==> src/rtl/prefetch_pkg.sv <==
`default_nettype none
// ============================================================================
// Module  : prefetch_pkg
// Brief   : Shared defaults and buffer-entry type for the instruction
//           prefetch unit.
// Revision: 1.0 - initial release
// ============================================================================
package prefetch_pkg;

    localparam int DEF_ADDR_W   = 8;
    localparam int DEF_INSTR_W  = 18;
    localparam int DEF_DEPTH    = 4;
    localparam int DEF_RESET_PC = 0;

    // One prefetched instruction together with the address it came from.
    typedef struct packed {
        logic [DEF_ADDR_W-1:0]  pc;
        logic [DEF_INSTR_W-1:0] instr;
    } pf_entry_t;

    // Occupancy counter width: must represent 0..depth inclusive.
    function automatic int cnt_width(input int depth);
        return $clog2(depth) + 1;
    endfunction

endpackage : prefetch_pkg
`default_nettype wire

==> src/rtl/prefetch_fifo.sv <==
`default_nettype none
// ============================================================================
// Module  : prefetch_fifo
// Brief   : Synchronous FIFO holding prefetched {pc, instr} entries. Flush
//           empties it in one edge and wins over push/pop. DEPTH must be a
//           power of two so the pointers wrap naturally.
// Revision: 1.0 - initial release
// ============================================================================
module prefetch_fifo
    import prefetch_pkg::*;
#(
    parameter int DEPTH = DEF_DEPTH,
    parameter int WIDTH = DEF_ADDR_W + DEF_INSTR_W,
    parameter int CNT_W = $clog2(DEPTH) + 1
) (
    input  logic             clk,
    input  logic             reset,
    input  logic             flush,
    input  logic             push,
    input  logic [WIDTH-1:0] push_data,
    input  logic             pop,
    output logic [WIDTH-1:0] pop_data,
    output logic [CNT_W-1:0] count,
    output logic             empty
);

    localparam int c_ptr_w = $clog2(DEPTH);

    logic [WIDTH-1:0]   mem_q [DEPTH];
    logic [WIDTH-1:0]   mem_d [DEPTH];
    logic [c_ptr_w-1:0] wr_ptr_q, wr_ptr_d;
    logic [c_ptr_w-1:0] rd_ptr_q, rd_ptr_d;
    logic [CNT_W-1:0]   count_q, count_d;

    // Next-state: flush resets pointers; otherwise push and pop act independently.
    always_comb begin
        mem_d    = mem_q;
        wr_ptr_d = wr_ptr_q;
        rd_ptr_d = rd_ptr_q;
        count_d  = count_q;
        if (flush) begin
            wr_ptr_d = '0;
            rd_ptr_d = '0;
            count_d  = '0;
        end else begin
            if (push) begin
                mem_d[wr_ptr_q] = push_data;
                wr_ptr_d        = wr_ptr_q + c_ptr_w'(1);
            end
            if (pop) begin
                rd_ptr_d = rd_ptr_q + c_ptr_w'(1);
            end
            count_d = count_q + CNT_W'(push) - CNT_W'(pop);
        end
    end

    // State registers; reset clears storage so the head reads as zero.
    always_ff @(posedge clk or negedge reset) begin
        if (!reset) begin
            for (int i = 0; i < DEPTH; i++) begin
                mem_q[i] <= '0;
            end
            wr_ptr_q <= '0;
            rd_ptr_q <= '0;
            count_q  <= '0;
        end else begin
            mem_q    <= mem_d;
            wr_ptr_q <= wr_ptr_d;
            rd_ptr_q <= rd_ptr_d;
            count_q  <= count_d;
        end
    end

    assign pop_data = mem_q[rd_ptr_q];
    assign count    = count_q;
    assign empty    = (count_q == '0);

endmodule : prefetch_fifo
`default_nettype wire

==> src/rtl/prefetch_unit.sv <==
`default_nettype none
// ============================================================================
// Module  : prefetch_unit
// Brief   : Sequential instruction prefetcher with credit-based request
//           throttling, a single-cycle memory response slot, redirect flush
//           and a FIFO buffer toward the consumer.
// Revision: 1.0 - initial release
// ============================================================================
module prefetch_unit
    import prefetch_pkg::*;
#(
    parameter int                 ADDR_W   = DEF_ADDR_W,
    parameter int                 INSTR_W  = DEF_INSTR_W,
    parameter int                 DEPTH    = DEF_DEPTH,
    parameter logic [ADDR_W-1:0]  RESET_PC = ADDR_W'(DEF_RESET_PC)
) (
    input  logic               clk,
    input  logic               reset,
    input  logic               fetch_en,
    input  logic               redirect_valid,
    input  logic [ADDR_W-1:0]  redirect_addr,
    output logic               imem_req,
    output logic [ADDR_W-1:0]  imem_addr,
    input  logic [INSTR_W-1:0] imem_rdata,
    output logic               out_valid,
    input  logic               out_ready,
    output logic [INSTR_W-1:0] out_instr,
    output logic [ADDR_W-1:0]  out_pc,
    output logic [ADDR_W-1:0]  pc_current
);

    localparam int c_cnt_w   = cnt_width(DEPTH);
    localparam int c_entry_w = ADDR_W + INSTR_W;

    logic [ADDR_W-1:0]    fetch_pc_q, fetch_pc_d;
    logic                 inflight_q, inflight_d;
    logic [ADDR_W-1:0]    inflight_pc_q, inflight_pc_d;

    logic [c_cnt_w-1:0]   w_count;
    logic [c_cnt_w-1:0]   w_credit;
    logic                 w_empty;
    logic                 w_req;
    logic                 w_push;
    logic                 w_pop;
    logic [c_entry_w-1:0] w_head;

    // Buffered entries plus the outstanding response must never exceed DEPTH,
    // which guarantees the buffer has room when the response lands.
    assign w_credit = w_count + c_cnt_w'(inflight_q);
    assign w_req    = reset & fetch_en & ~redirect_valid
                    & (w_credit < c_cnt_w'(DEPTH));

    // A redirect kills the response arriving this cycle and hides the head.
    assign w_push    = inflight_q & ~redirect_valid;
    assign out_valid = ~w_empty & ~redirect_valid;
    assign w_pop     = out_valid & out_ready;

    // Fetch PC and in-flight slot: redirect overrides the sequential advance.
    always_comb begin
        fetch_pc_d    = fetch_pc_q;
        inflight_d    = w_req;
        inflight_pc_d = inflight_pc_q;
        if (redirect_valid) begin
            fetch_pc_d = redirect_addr;
        end else if (w_req) begin
            fetch_pc_d    = fetch_pc_q + ADDR_W'(1);
            inflight_pc_d = fetch_pc_q;
        end
    end

    // Control registers.
    always_ff @(posedge clk or negedge reset) begin
        if (!reset) begin
            fetch_pc_q    <= RESET_PC;
            inflight_q    <= 1'b0;
            inflight_pc_q <= '0;
        end else begin
            fetch_pc_q    <= fetch_pc_d;
            inflight_q    <= inflight_d;
            inflight_pc_q <= inflight_pc_d;
        end
    end

    prefetch_fifo #(
        .DEPTH (DEPTH),
        .WIDTH (c_entry_w),
        .CNT_W (c_cnt_w)
    ) u_fifo (
        .clk       (clk),
        .reset     (reset),
        .flush     (redirect_valid),
        .push      (w_push),
        .push_data ({inflight_pc_q, imem_rdata}),
        .pop       (w_pop),
        .pop_data  (w_head),
        .count     (w_count),
        .empty     (w_empty)
    );

    assign imem_req   = w_req;
    assign imem_addr  = fetch_pc_q;
    assign pc_current = fetch_pc_q;
    assign out_pc     = w_head[c_entry_w-1:INSTR_W];
    assign out_instr  = w_head[INSTR_W-1:0];

endmodule : prefetch_unit
`default_nettype wire

==> config.mk <==
export PLATFORM = sky130hd
export DESIGN_NAME = prefetch_unit
export DESIGN_NICKNAME = d
export VERILOG_FILES = /design/src/rtl/prefetch_pkg.sv /design/src/rtl/prefetch_fifo.sv /design/src/rtl/prefetch_unit.sv
export SDC_FILE = /design/constraint.sdc
export NUM_CORES = 1
export LEC_CHECK = 0
export CORE_ASPECT_RATIO = 1.2
export CORE_MARGIN = 1.5
export CORE_UTILIZATION = 50
export CTS_CLUSTER_DIAMETER = 100
export CTS_CLUSTER_SIZE = 30
export DETAILED_ROUTE_END_ITERATION = 10
export PLACE_DENSITY = 0.73
export SLEW_MARGIN = 20
export SYNTH_ARGS = -nofsm -noshare
export SYNTH_HDL_FRONTEND = slang
export SYNTH_SLANG_ARGS = --single-unit
==> constraint.sdc <==
create_clock -name clk -period 2.38 [get_ports clk]
set_clock_uncertainty 0.15 [all_clocks]
set_input_delay 0.476 -clock clk [delete_from_list [all_inputs] [get_ports clk]]
set_output_delay 0.476 -clock clk [all_outputs]
set_load 0.01 [all_outputs]
run_1/wires.png
(3 px per um) Two of the layers only.
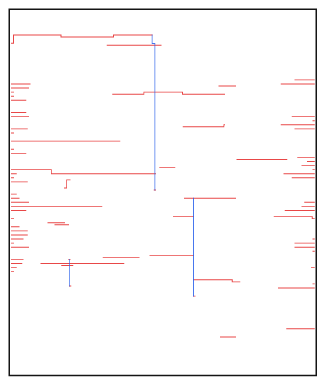
color	layer	wire length
red	metal 3	619 um
blue	metal 4	94.1 um
routed via count: 3475
wire per inst: 18.27 um
Global Route Usage Sum: 20.57%
drt total wl: 11.69 mm

run_1/io_fan.png
(4 px per um)
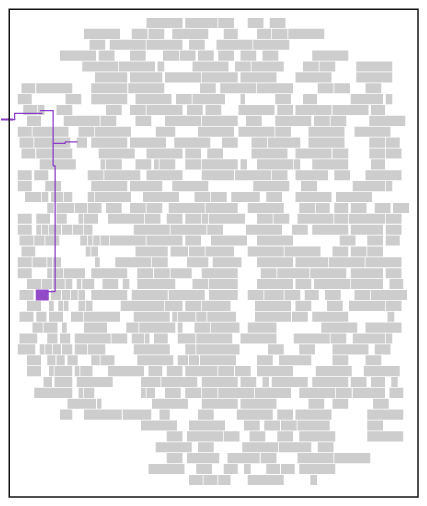
color	port	direction	edge	end cells	buffers	wire
purple	imem_req	output	left	1	1	66.6 um
number of I/O pins: 75
PortBufs: 74

run_1/flops_by_reg.png
(4 px per um)
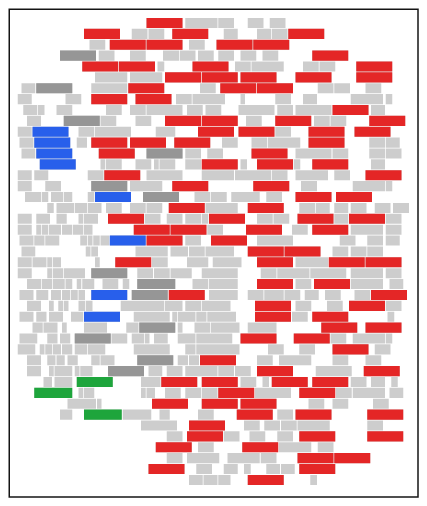
color	name in the netlist	placed flops
red	u_fifo.mem_q	104
blue	imem_addr	8
green	u_fifo.count	3
not colored	13
final core occ: 65.33%
Seq. pwr: 2.93 mW
flop share of the area: 42.63%

[run 1: worst reg2reg max path, cell delays in order, from the launching register on]
cell     delay (ns)
dfrtp_2        0.45
nor3_4         0.21
nor2_2         0.05
and2_1         0.17
ha_1           0.26
inv_1          0.06
ha_1           0.13
inv_1          0.05
fa_1           0.37
xnor2_1        0.17
nor2_1         0.05
[run 1: flip-flops by register name, summed over array words and instances (netlist names)]
register         count
u_fifo.count         3
inflight_pc_q        8
imem_addr            8
inflight_q           1
u_fifo.rd_ptr_q      2
u_fifo.wr_ptr_q      2
u_fifo.mem_q       104
[run 1: area by class of cell]
class                           count  area [um^2]  share of cell area, %
Inverter                            6        22.52                 0.2994
Clock inverter                      6        83.83                  1.114
Timing Repair Buffer              106         1100                  14.62
Tap cell                          157        196.4                  2.611
Multi-Input combinational cell    214         2435                  32.37
Sequential cell                   128         3207                  42.63
Clock buffer                       23        478.0                  6.354
[run 1: routing by layer]
layer / vias up / global-route usage, %
li1: 1569 / -
met2: 92 / 33.92
met4: 0 / 7.292
met5: - / 0
met3: 9 / 5.450
met1: 1805 / 26.16
[run 1: repair_timing]
| item | CTS | global route |
|---|---|---|
| setup buffers | 7 | 0 |
| endpoints found under the setup margin | 28 | 22 |
| hold endpoints to repair | 0 | 0 |
| hold buffers | 0 | 0 |
| gates cloned | 1 | 0 |
| gates resized | 111 | 22 |
[run 1: cell families after synthesis]
| group | after synthesis | share of synthesized area [%] |
|---|---|---|
| adders and majority gates | 8 | 1.837 |
| and+or+nand+nor | 42 | 4.102 |
| xor gates and xnor gates | 6 | 0.8972 |
| muxes | 145 | 32.77 |
| DFF | 128 | 54.69 |
| AOI/OAI and AO/OA | 13 | 1.709 |
| buffers and inverters | 33 | 3.995 |
[run 1: final timing paths]
path | from | end | slack, ns
max in group asynchronous | reset | u_fifo.mem_q[37] | 1.49
min in group clk | u_fifo.mem_q[29] | u_fifo.mem_q[29] | 0.34
worst max-delay path | u_fifo.rd_ptr_q[0] | out_instr[8] | -0.01
worst min register to register | u_fifo.mem_q[29] | u_fifo.mem_q[29] | 0.34
worst max register to register | u_fifo.count[1] | u_fifo.count[2] | 0.16
worst min-delay path | reset | u_fifo.count[1] | 0.02
[run 1: power breakdown]
part	switching [mW]	leakage (nW)	total [mW]	internal [mW]
logic	0.818	1.61	2.16	1.34
registers	0.317	1.68	2.93	2.61
clock network	0.848	0.279	2.45	1.60
==> GITHUB_STEP_SUMMARY, run 1 <==
## Implementation flow summary

| Metric | Value |
|---|---|
| Initial antenna violation count | 0 |
| Clock H-tree levels | 4 |
| Max_cap viols | 0 |
| Top cell by count, worst path | buf_6 |
| Crit-path slowest cell | mux4_2 |
| Die height | roughly 120 um |
| Final cell count without fillers | approximately 640 |
| Worst Path Buf+Inv | 3 |
| Post-DP Area | ~6900 um^2 |
| Peak fanout along the critical path | 7 |
| Top-area cell share | between 50% and 60% |
| Die X-Extent | 101.8 um |
| Overall Power | approximately 7.5 mW |
| Vias per inst | approximately 5.4 |
| Total CTS buffers | 17 |
| WL met1 | 5.033 mm |
| Worst setup EP type | output pin |
| Worst Tran Pin Value | approximately 0.70 ns |
| Hold WS | 0.02386 ns |
| Top Metal Used | met4 |
| Layout filler cell count | 849 |
| Synthesized cell area | slightly below 6000 um^2 |
| FF-to-FF path depth | 10 |
| Most numerous logic cell after layout | dfrtp_1 |
| Gp weighted congestion | about 0.78 |
| Clk_lat worst skew | about 0.40 ns |
| CP Depth | 4 |
| Area Growth Syn to Fin | 28.43% |
| CTS clk-pin slew, worst paths | 0.05 ns |
| Top cells by count, synth | dfrtp_1 (128), mux2_2 (110), mux4_2 (26) |
| Drt pass-1 iters | 4 |
| Met2 Routed Length | 5.946 mm |
| YS warnings | 0 |
| Count of final setup violators | 1 |
| Max incr delay on CP | around 0.52 ns |
| Required time worst endpoint | about 1.8 ns |
| Layout cells sized above 1 | approximately half |
| Clock Path Buffers | 2 |
| Fin area | between 7000 and 8000 um^2 |
| Main flop type | dfrtp_1 |
| Residual DRC count | 0 |
| Status | finished, violations left |
| Total tool warning count | 33 |
| Worst setup margin | -0.01231 ns |
| Failing checks | negative setup slack |
| Delay-heaviest family, CP | multiplexers |
| Count of cell types in the netlist | 39 |
| Relative slew slack | around 53% |
| Final ANT Viol Nets | 0 |
| Net count after synthesis | 414 |
| Total negative slack | -0.01231 ns |
| Cells in synth_stat.txt | between 300 and 400 |
| Ranking of synthesized cells by area | dfrtp_1 (55%), mux2_2 (21%), mux4_2 (10%) |
| RSZ-0062 raised after global routing | yes |
| Sequential fraction of the synthesis area | between 50 and 60% |
| Final Hold Fails | 0 |
| Total core area | between 10000 and 15000 um^2 |
==> run 1 -> run 2 <==
--- a/config.mk
+++ b/config.mk
@@ -11,6 +11,7 @@
 export CTS_CLUSTER_DIAMETER = 100
 export CTS_CLUSTER_SIZE = 30
 export DETAILED_ROUTE_END_ITERATION = 10
+export GPL_TIMING_DRIVEN = 1
 export PLACE_DENSITY = 0.73
 export SLEW_MARGIN = 20
 export SYNTH_ARGS = -nofsm -noshare
run_2/placement.png
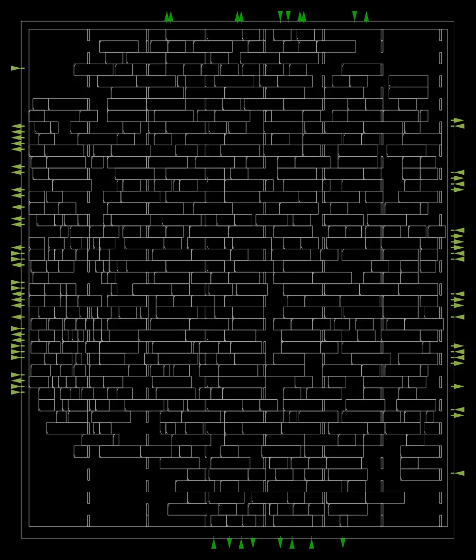
# rows: 43
total core area: 11510 um^2
layout filler cell count: 849
number of sequential cells: 128
final cell count without fillers: 640

==> run 2 against run 1 <==
The flow still finishes with violations (negative setup slack). Synthesized cell count unchanged. Combinational power about the same. Total power unchanged. Worst hold slack unchanged. Critical path depth unchanged. Wire length unchanged. First-iteration DRC count unchanged. Worst setup slack unchanged. Die size unchanged. Sequential cell count unchanged. Via count unchanged. Critical endpoint unchanged.
==> GITHUB_STEP_SUMMARY, run 2 <==
## Implementation flow summary

| Metric | Value |
|---|---|
| Relative slew slack | 53.04% (unchanged) |
| Top cell by count, worst path | buf_6 |
| Required time worst endpoint | 1.75 ns (about the same) |
| Drt total wl | 11.69 mm (unchanged) |
| Area Growth Syn to Fin | 28.43% (unchanged) |
| Routed via count | 3475 (unchanged) |
| Worst setup EP type | output pin |
| Main flop type | dfrtp_1 |
| Global Route Usage Sum | 20.57% (unchanged) |
| Die height | 121.6 um (unchanged) |
| CTS clk-pin slew, worst paths | 0.05 ns (about the same) |
| Die X-Extent | 101.8 um (unchanged) |
| Top cells by count, synth | dfrtp_1 (128), mux2_2 (110), mux4_2 (26) |
| Total tool warning count | 33 (unchanged) |
| Number of I/O pins | 75 (unchanged) |
| YS warnings | 0 (unchanged) |
| Most numerous logic cell after layout | dfrtp_1 |
| Peak fanout along the critical path | 7 (unchanged) |
| Max incr delay on CP | 0.52 ns (about the same) |
| Crit-path slowest cell | mux4_2 |
| Worst setup margin | -0.01231 ns (unchanged) |
| Status | finished, violations left |
| Initial antenna violation count | 0 (unchanged) |
| Worst Tran Pin Value | 0.7044 ns (unchanged) |
| Worst Path Buf+Inv | 3 (unchanged) |
| Delay-heaviest family, CP | multiplexers |
| Register-to-register setup slack | 0.16 ns (about the same) |
| Top-area cell share | 54.69% (unchanged) |
| Final Hold Fails | 0 (unchanged) |
| CTS Hold Bufs | 0 (unchanged) |
| Drt pass-1 iters | 4 (unchanged) |
| Count of cell types in the netlist | 39 (unchanged) |
| Post-DP Area | 6894 um^2 (unchanged) |
| Failing checks | negative setup slack |
| Max_cap viols | 0 (unchanged) |
| RSZ-0062 raised after global routing | yes |
| Largest reg by FF count | u_fifo.mem_q |
| Sequential fraction of the synthesis area | 54.69% (unchanged) |
| Fin area | 7522 um^2 (unchanged) |
| Gp weighted congestion | 0.7848 (unchanged) |
| Count of final setup violators | 1 (unchanged) |
| Vias per inst | 5.430 (unchanged) |
| Largest register FFs | 104 (unchanged) |
| Clk_lat worst skew | 0.40 ns (about the same) |
run_2/flops_by_reg.png
(4 px per um)
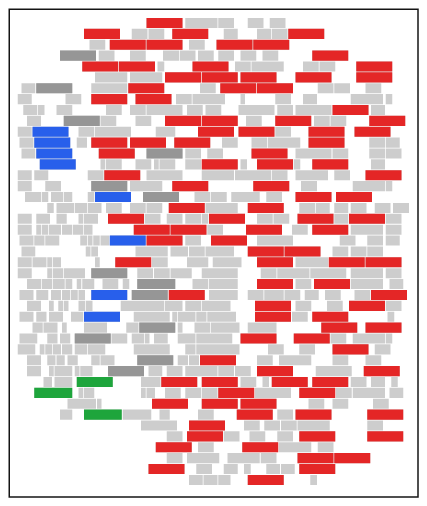
color	name in the netlist	placed flops
green	u_fifo.count	3
red	u_fifo.mem_q	104
blue	imem_addr	8
sequential cell area: 3207 um^2

## run 2: cell counts in the layout (fill, tap and decap cells not counted)
No cell type changed its count.
## run 2: what timing repair did
action                     4_1_cts  5_1_grt
buffers inserted                 7        0
setup endpoints to repair       28       22
gates cloned                     1        0
resized                        111       22
## run 2: worst paths after layout
path,from,end,cells after the start
min in group clk,u_fifo.mem_q[29],u_fifo.mem_q[29],1
min,reset,u_fifo.count[1],2
max,u_fifo.rd_ptr_q[0],out_instr[8],4
max in group asynchronous,reset,u_fifo.mem_q[37],2
max reg2reg,u_fifo.count[1],u_fifo.count[2],10
min reg2reg,u_fifo.mem_q[29],u_fifo.mem_q[29],1
## run 2: worst reg2reg max path: cells and delay by family (launching register included)
family,cells,cell delay (ns)
adders and majority gates,3,0.76
DFF,1,0.45
xor gates and xnor gates,1,0.17
and+or+nand+nor,4,0.48
buffers and inverters,2,0.11
## run 2: area by class of cell
class	count	area, um^2
Timing Repair Buffer	106	1100
Clock buffer	23	478.0
Inverter	6	22.52
Fill cell	849	3991
Tap cell	157	196.4
Multi-Input combinational cell	214	2435
Clock inverter	6	83.83
Sequential cell	128	3207
## run 2: logic make-up (layout without fill, tap and decap cells)
group	after synthesis	in the layout	synth area share [%]
muxes	145	145	32.77
buffers and inverters	33	141	3.995
adders and majority gates	8	8	1.837
xor gates and xnor gates	6	6	0.8972
AOI/OAI and AO/OA	13	13	1.709
DFF	128	128	54.69
and+or+nand+nor	42	42	4.102
## run 2: metrics by stage
| stage | total power [mW] | util (%) | TNS [ns] | hold WS [ns] |
|---|---|---|---|---|
| 3_3_place_gp | 5.009 | 59.88 | -0.4079 | 0.3203 |
| 2_1_floorplan | 4.065 | - | 0 | 0.03041 |
| 5_1_grt | 7.915 | 65.33 | -0.3839 | 0.1257 |
| 6_report | 7.535 | 65.33 | -0.01231 | 0.02386 |
| 3_5_place_dp | 5.095 | 59.88 | -0.5260 | 0.3275 |
| 4_1_cts | 7.483 | 64.84 | -0.1794 | 0.1056 |
## run 2: report_power, final
part / switching [mW] / internal (mW)
clock: 0.848 / 1.60
sequential: 0.317 / 2.61
combinational: 0.818 / 1.34
total: 1.98 / 5.55
## run 2: routing by layer
metal  up-vias  global-route usage, %  wire, um
li1       1569                      -         -
met1      1805                  26.16      5033
met2        92                  33.92      5946
met3         9                  5.450       618
met4         0                  7.292        94
met5         -                      0         0
Power and IR drop assume default switching activity.
